## config.mk

```make
export PLATFORM = sky130hd
export DESIGN_NAME = pc_trace_buf
export DESIGN_NICKNAME = d
export VERILOG_FILES = /design/src/rtl/pc_trace_pkg.sv /design/src/rtl/pc_trace_ram.sv /design/src/rtl/pc_trace_buf.sv
export SDC_FILE = /design/constraint.sdc
export NUM_CORES = 1
export LEC_CHECK = 0
export CAP_MARGIN = 25
export CELL_PAD_IN_SITES_DETAIL_PLACEMENT = 0
export CELL_PAD_IN_SITES_GLOBAL_PLACEMENT = 1
export CORE_MARGIN = 5
export CORE_UTILIZATION = 52
export DETAILED_ROUTE_END_ITERATION = 10
export PLACE_DENSITY_LB_ADDON = 0.3
export SYNTH_ARGS = -nofsm -noshare
export SYNTH_HDL_FRONTEND = slang
export SYNTH_HIERARCHICAL = 1
export SYNTH_SLANG_ARGS = --single-unit
```

## constraint.sdc

```tcl
create_clock -name i_clk -period 5.8 [get_ports i_clk]
set_input_delay 1.16 -clock i_clk [delete_from_list [all_inputs] [get_ports i_clk]]
set_output_delay 1.16 -clock i_clk [all_outputs]
set_load 0.02 [all_outputs]
```

## src/rtl/pc_trace_pkg.sv

```systemverilog
// Shared types and defaults for the PC trace buffer.
package pc_trace_pkg;

    localparam int unsigned PC_XLEN_DEFAULT = 32;

    typedef enum logic [1:0] {
        IDLE  = 2'd0,
        ARMED = 2'd1,
        POST  = 2'd2,
        DRAIN = 2'd3
    } trace_state_e;

endpackage

```

## src/rtl/pc_trace_ram.sv

```systemverilog
// Trace storage: DEPTH x XLEN register array, synchronous write, asynchronous read.
module pc_trace_ram #(
    parameter int unsigned DEPTH = 16,
    parameter int unsigned XLEN  = 32,
    localparam int unsigned AW   = $clog2(DEPTH)
) (
    input  logic            i_clk,
    input  logic            i_we,
    input  logic [AW-1:0]   i_waddr,
    input  logic [XLEN-1:0] i_wdata,
    input  logic [AW-1:0]   i_raddr,
    output logic [XLEN-1:0] o_rdata
);

    logic [XLEN-1:0] mem_q [DEPTH];

    always_ff @(posedge i_clk) begin
        if (i_we) begin
            mem_q[i_waddr] <= i_wdata;
        end
    end

    assign o_rdata = mem_q[i_raddr];

endmodule

```

## src/rtl/pc_trace_buf.sv

```systemverilog
// Circular PC trace buffer: capture until trigger plus post count, then drain oldest-first.
// Optional macro PC_TRACE_DEDUP_EN: only write samples that differ from the last written one.
module pc_trace_buf
    import pc_trace_pkg::*;
#(
    parameter int unsigned DEPTH = 16,
    parameter int unsigned XLEN  = PC_XLEN_DEFAULT,
    localparam int unsigned AW   = $clog2(DEPTH)
) (
    input  logic            i_clk,
    input  logic            i_reset,
    input  logic [XLEN-1:0] i_pc_debug,
    input  logic            i_arm,
    input  logic            i_abort,
    input  logic [XLEN-1:0] i_trig_pc,
    input  logic [AW-1:0]   i_post_cnt,
    output logic [XLEN-1:0] o_rd_data,
    output logic            o_rd_valid,
    input  logic            i_rd_ready,
    output logic            o_rd_last,
    output logic [AW:0]     o_count,
    output logic            o_busy,
    output logic            o_done
);

    localparam logic [AW:0]   CNT_FULL = (AW+1)'(DEPTH);
    localparam logic [AW:0]   CNT_ONE  = (AW+1)'(1);
    localparam logic [AW-1:0] PTR_ONE  = AW'(1);

    trace_state_e  state_q, state_d;
    logic [AW-1:0] wr_ptr_q, wr_ptr_d;
    logic [AW-1:0] rd_ptr_q, rd_ptr_d;
    logic [AW:0]   count_q, count_d;
    logic [AW:0]   rem_q, rem_d;
    logic [AW-1:0] post_rem_q, post_rem_d;
    logic          done_q, done_d;
    logic          we;
    logic          match;
    logic          sample_new;
    logic          enter_drain;
    logic [AW-1:0] wr_next;
    logic [AW:0]   count_inc;

`ifdef PC_TRACE_DEDUP_EN
    logic [XLEN-1:0] last_q, last_d;
    logic            have_q, have_d;
`endif

    pc_trace_ram #(
        .DEPTH (DEPTH),
        .XLEN  (XLEN)
    ) u_ram (
        .i_clk   (i_clk),
        .i_we    (we),
        .i_waddr (wr_ptr_q),
        .i_wdata (i_pc_debug),
        .i_raddr (rd_ptr_q),
        .o_rdata (o_rd_data)
    );

    always_comb begin
        state_d     = state_q;
        wr_ptr_d    = wr_ptr_q;
        rd_ptr_d    = rd_ptr_q;
        count_d     = count_q;
        rem_d       = rem_q;
        post_rem_d  = post_rem_q;
        done_d      = 1'b0;
        we          = 1'b0;
        enter_drain = 1'b0;
        match       = (i_pc_debug == i_trig_pc);
        wr_next     = wr_ptr_q + PTR_ONE;
        count_inc   = (count_q == CNT_FULL) ? count_q : count_q + CNT_ONE;
`ifdef PC_TRACE_DEDUP_EN
        last_d      = last_q;
        have_d      = have_q;
        sample_new  = !have_q || (i_pc_debug != last_q);
`else
        sample_new  = 1'b1;
`endif

        unique case (state_q)
            IDLE: begin
                if (i_arm) begin
                    state_d  = ARMED;
                    wr_ptr_d = '0;
                    count_d  = '0;
`ifdef PC_TRACE_DEDUP_EN
                    have_d   = 1'b0;
`endif
                end
            end
            ARMED: begin
                // Trigger sample is always stored, even if it repeats the previous one.
                we = sample_new || match;
                if (match) begin
                    post_rem_d = i_post_cnt;
                    if (i_post_cnt == '0) begin
                        state_d     = DRAIN;
                        enter_drain = 1'b1;
                    end else begin
                        state_d = POST;
                    end
                end
            end
            POST: begin
                we = sample_new;
                if (we) begin
                    post_rem_d = post_rem_q - PTR_ONE;
                    if (post_rem_q == PTR_ONE) begin
                        state_d     = DRAIN;
                        enter_drain = 1'b1;
                    end
                end
            end
            DRAIN: begin
                if (i_rd_ready) begin
                    rd_ptr_d = rd_ptr_q + PTR_ONE;
                    rem_d    = rem_q - CNT_ONE;
                    if (rem_q == CNT_ONE) begin
                        state_d = IDLE;
                        done_d  = 1'b1;
                        count_d = '0;
                    end
                end
            end
            default: state_d = IDLE;
        endcase

        if (we) begin
            wr_ptr_d = wr_next;
            count_d  = count_inc;
`ifdef PC_TRACE_DEDUP_EN
            last_d   = i_pc_debug;
            have_d   = 1'b1;
`endif
        end

        // Oldest entry sits at the next write slot once the buffer has wrapped.
        if (enter_drain) begin
            rd_ptr_d = (count_inc == CNT_FULL) ? wr_next : '0;
            rem_d    = count_inc;
        end

        if (i_abort) begin
            state_d = IDLE;
            count_d = '0;
            done_d  = 1'b0;
            we      = 1'b0;
        end
    end

    always_ff @(posedge i_clk) begin
        if (!i_reset) begin
            state_q    <= IDLE;
            wr_ptr_q   <= '0;
            rd_ptr_q   <= '0;
            count_q    <= '0;
            rem_q      <= '0;
            post_rem_q <= '0;
            done_q     <= 1'b0;
        end else begin
            state_q    <= state_d;
            wr_ptr_q   <= wr_ptr_d;
            rd_ptr_q   <= rd_ptr_d;
            count_q    <= count_d;
            rem_q      <= rem_d;
            post_rem_q <= post_rem_d;
            done_q     <= done_d;
        end
    end

`ifdef PC_TRACE_DEDUP_EN
    always_ff @(posedge i_clk) begin
        if (!i_reset) begin
            last_q <= '0;
            have_q <= 1'b0;
        end else begin
            last_q <= last_d;
            have_q <= have_d;
        end
    end
`endif

    assign o_rd_valid = (state_q == DRAIN);
    assign o_rd_last  = o_rd_valid && (rem_q == CNT_ONE);
    assign o_count    = count_q;
    assign o_busy     = (state_q != IDLE);
    assign o_done     = done_q;

endmodule

```

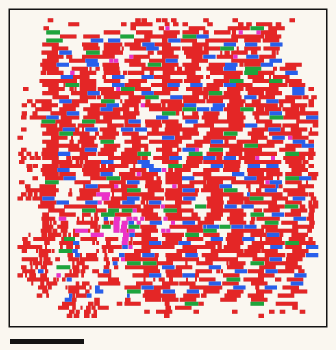
Fig. 1. Cells by drive strength.
The bar under the picture is 50 um long.
x6 and larger -> green  # cells 63
x1 and smaller -> red  # cells 982
x2 -> blue  # cells 149
x3 and x4 -> magenta  # cells 50

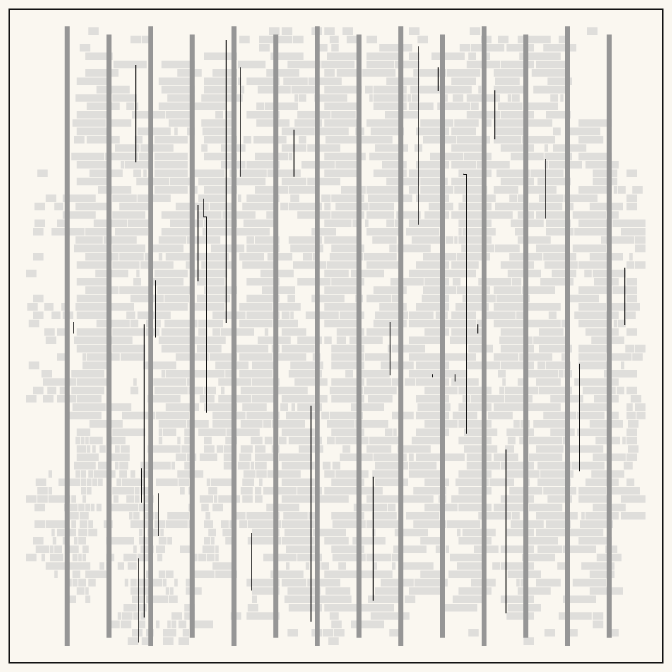
Fig. 2. The metal 4 layer.
Supply wires on this layer in grey.
wire length on this layer = 879 um
longest straight run = 95.2 um
main direction = vertical
nets with wire on the layer = 16

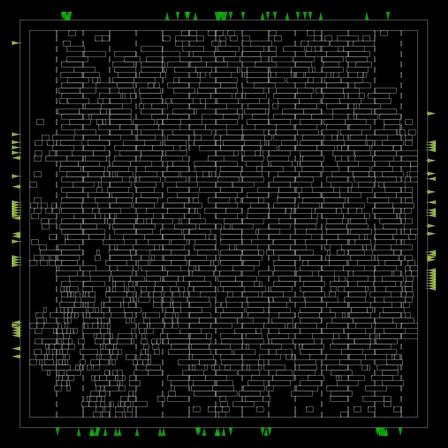
Fig. 3. Cell placement.
Core Box Area: 40650 um^2
fin cells: 1777
fill cell total of the finished layout: 2856
Final Util: 61.13%

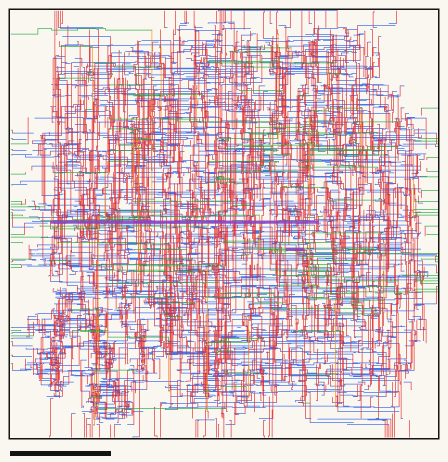
Fig. 4. Routed metal, one colour a layer.
The bar under the picture is 50 um long.
M4 -> orange  # wire length 879 um
M5 -> purple  # wire length 139 um
M1 -> blue  # wire length 19600 um
M2 -> red  # wire length 23.8 mm
M3 -> green  # wire length 3550 um

==> summary.txt <==
The implementation run finished. Area of all placed cells without fillers landed at 24850 um^2. Setup repair after global routing left no endpoint under its margin. Buffers inserted during clock tree synthesis total 52. The timing report attributes the biggest portion of critical-path delay to buffers and inverters.

Gates resized during post-CTS repair numbered 0. Worst setup slack for register-to-register paths landed at 2.04 ns. Counting every net in the synthesized netlist gives 1144. Die width landed at 212.2 um. The post-CTS hold buffer count recorded in the log is 0.

Global routing met2 resource utilization landed at 34.94%. Layout overhead on the synthesized area landed at 16.84%. After global routing, the most crowded layer is met2. TritonCTS built the clock tree.

Total of endpoints with negative setup slack in the final report landed at 0. The cell type that accounts for the most area after synthesis is sky130_fd_sc_hd__edfxtp_1. Detailed-route via count landed at 10891. Total number of cells along the worst setup path landed at 5.

Clock net sink count landed at 537. The gate-level netlist out of Yosys references 58 unique cell types. Per the placement log, port buffering inserted 113 buffers. In this run the worst path has a maximum fanout of 42. Met1 track utilization from global routing landed at 30.52%. After synthesis, the cell types taking the most area are sky130_fd_sc_hd__edfxtp_1 72%, sky130_fd_sc_hd__mux4_2 14%, sky130_fd_sc_hd__a22oi_1 2.5%, sky130_fd_sc_hd__dfxtp_1 2.4%, sky130_fd_sc_hd__xor2_1 1.5%. The path with the worst hold slack has its endpoint at post_rem_q[1].

Worst slack after detailed placement landed at 1.060 ns. Number of cell instances after yosys synthesis landed at 1057. For the final routed database, the setup TNS stands at 0 ns. Per the post-CTS timing run, clock transition at the registers of the reported paths is 0.06 ns. In this run the critical path is formed by buf_4 -> mux4_2 -> a22oi_1 -> nand2_1 -> clkdlybuf4s50_1. The skew report gives the latency at the later pin of the worst-skew pair as 0.59 ns. The chip occupies 45040 um^2. Total count of hold-check failures in the final report landed at 0. Ranked by flip-flop count, first place goes to u_ram/mem_q.

Per the CTS log, the maximum H-tree level is 2. In this run, placement finished with an instance count of 1681. In the post-route analysis, the smallest setup slack over all paths is 1.153 ns.

Looking at the power breakdown, the clock network takes 41.0% of the total. Maximum number of pins on one net before global-route repair landed at 53. Tally of max-capacitance violations landed at 0.

For this block, the routed nets add up to 47.97 mm of wire. Per-cell routed wire length landed at 26.99 um. The run finished with clean final reports. Setup fix buffers added after clock tree synthesis landed at 0.

After layout, the worst path uses 80.12% of the clock period. The synthesis report lists the Yosys warning total as 6. Peak clock frequency supported by timing landed at 215.2 MHz.

Each instance of the synthesized netlist takes up on average 20.12 um^2. Slew at the pin closest to its max-slew limit landed at 1.043 ns.
==> final cells by class <==
class	instances	area (um^2)	share of cell area (%)
Clock inverter	25	170.2	0.6848
Sequential cell	537	15880	63.92
Multi-Input combinational cell	451	5209	20.96
Timing Repair Buffer	149	1461	5.881
Tap cell	532	665.6	2.679
Inverter	15	56.30	0.2266
Antenna cell	1	2.502	0.01007
Clock buffer	67	1400	5.635
==> tightest hold or removal path, cell delays in order (launching register included) <==
cell and delay, ns:
sky130_fd_sc_hd__dfxtp_1 0.33, sky130_fd_sc_hd__a21oi_2 0.12, sky130_fd_sc_hd__a311oi_2 0.05
==> worst max-delay path by stage <==
stage | from | endpoint | slack, ns
floorplan | i_abort | u_ram/mem_q[0][0] | 1.28
global placement | i_pc_debug[22] | post_rem_q[2] | 0.83
detailed placement | i_pc_debug[23] | post_rem_q[2] | 1.06
CTS | rd_ptr_q[0] | o_rd_data[27] | 1.03
global route | rd_ptr_q[0] | o_rd_data[27] | 0.88
finish | rd_ptr_q[0] | o_rd_data[27] | 1.15
==> cells in the mapped netlist (all sizes together), types with 2 or more instances <==
cell type / n
nor3: 13
a21oi: 13
nor2b: 5
o21bai: 2
a21o: 2
and3: 2
nand2b: 6
buf: 31
nand2: 52
nor4: 9
edfxtp: 512
a22oi: 70
mux4: 128
a41o: 2
nor3b: 3
o21a: 2
nand3: 10
xnor2: 8
clkbuf: 23
o21ai: 9
o31ai: 2
nand4: 3
a211oi: 2
inv: 15
xor2: 36
dfxtp: 25
nand3b: 3
mux2i: 6
a31o: 2
ha: 14
o211ai: 2
and2: 2
nor2: 30
==> cell families after synthesis <==
logic type      Yosys count  synth area share [%]
compound gates          116                 4.054
xor+xnor                 44                 1.812
fa+ha+maj                14                0.8237
buf+inv                  69                 1.488
flops                   537                 74.65
mux                     135                 13.89
simple gates            142                 3.283
Power and IR drop assume default switching activity.
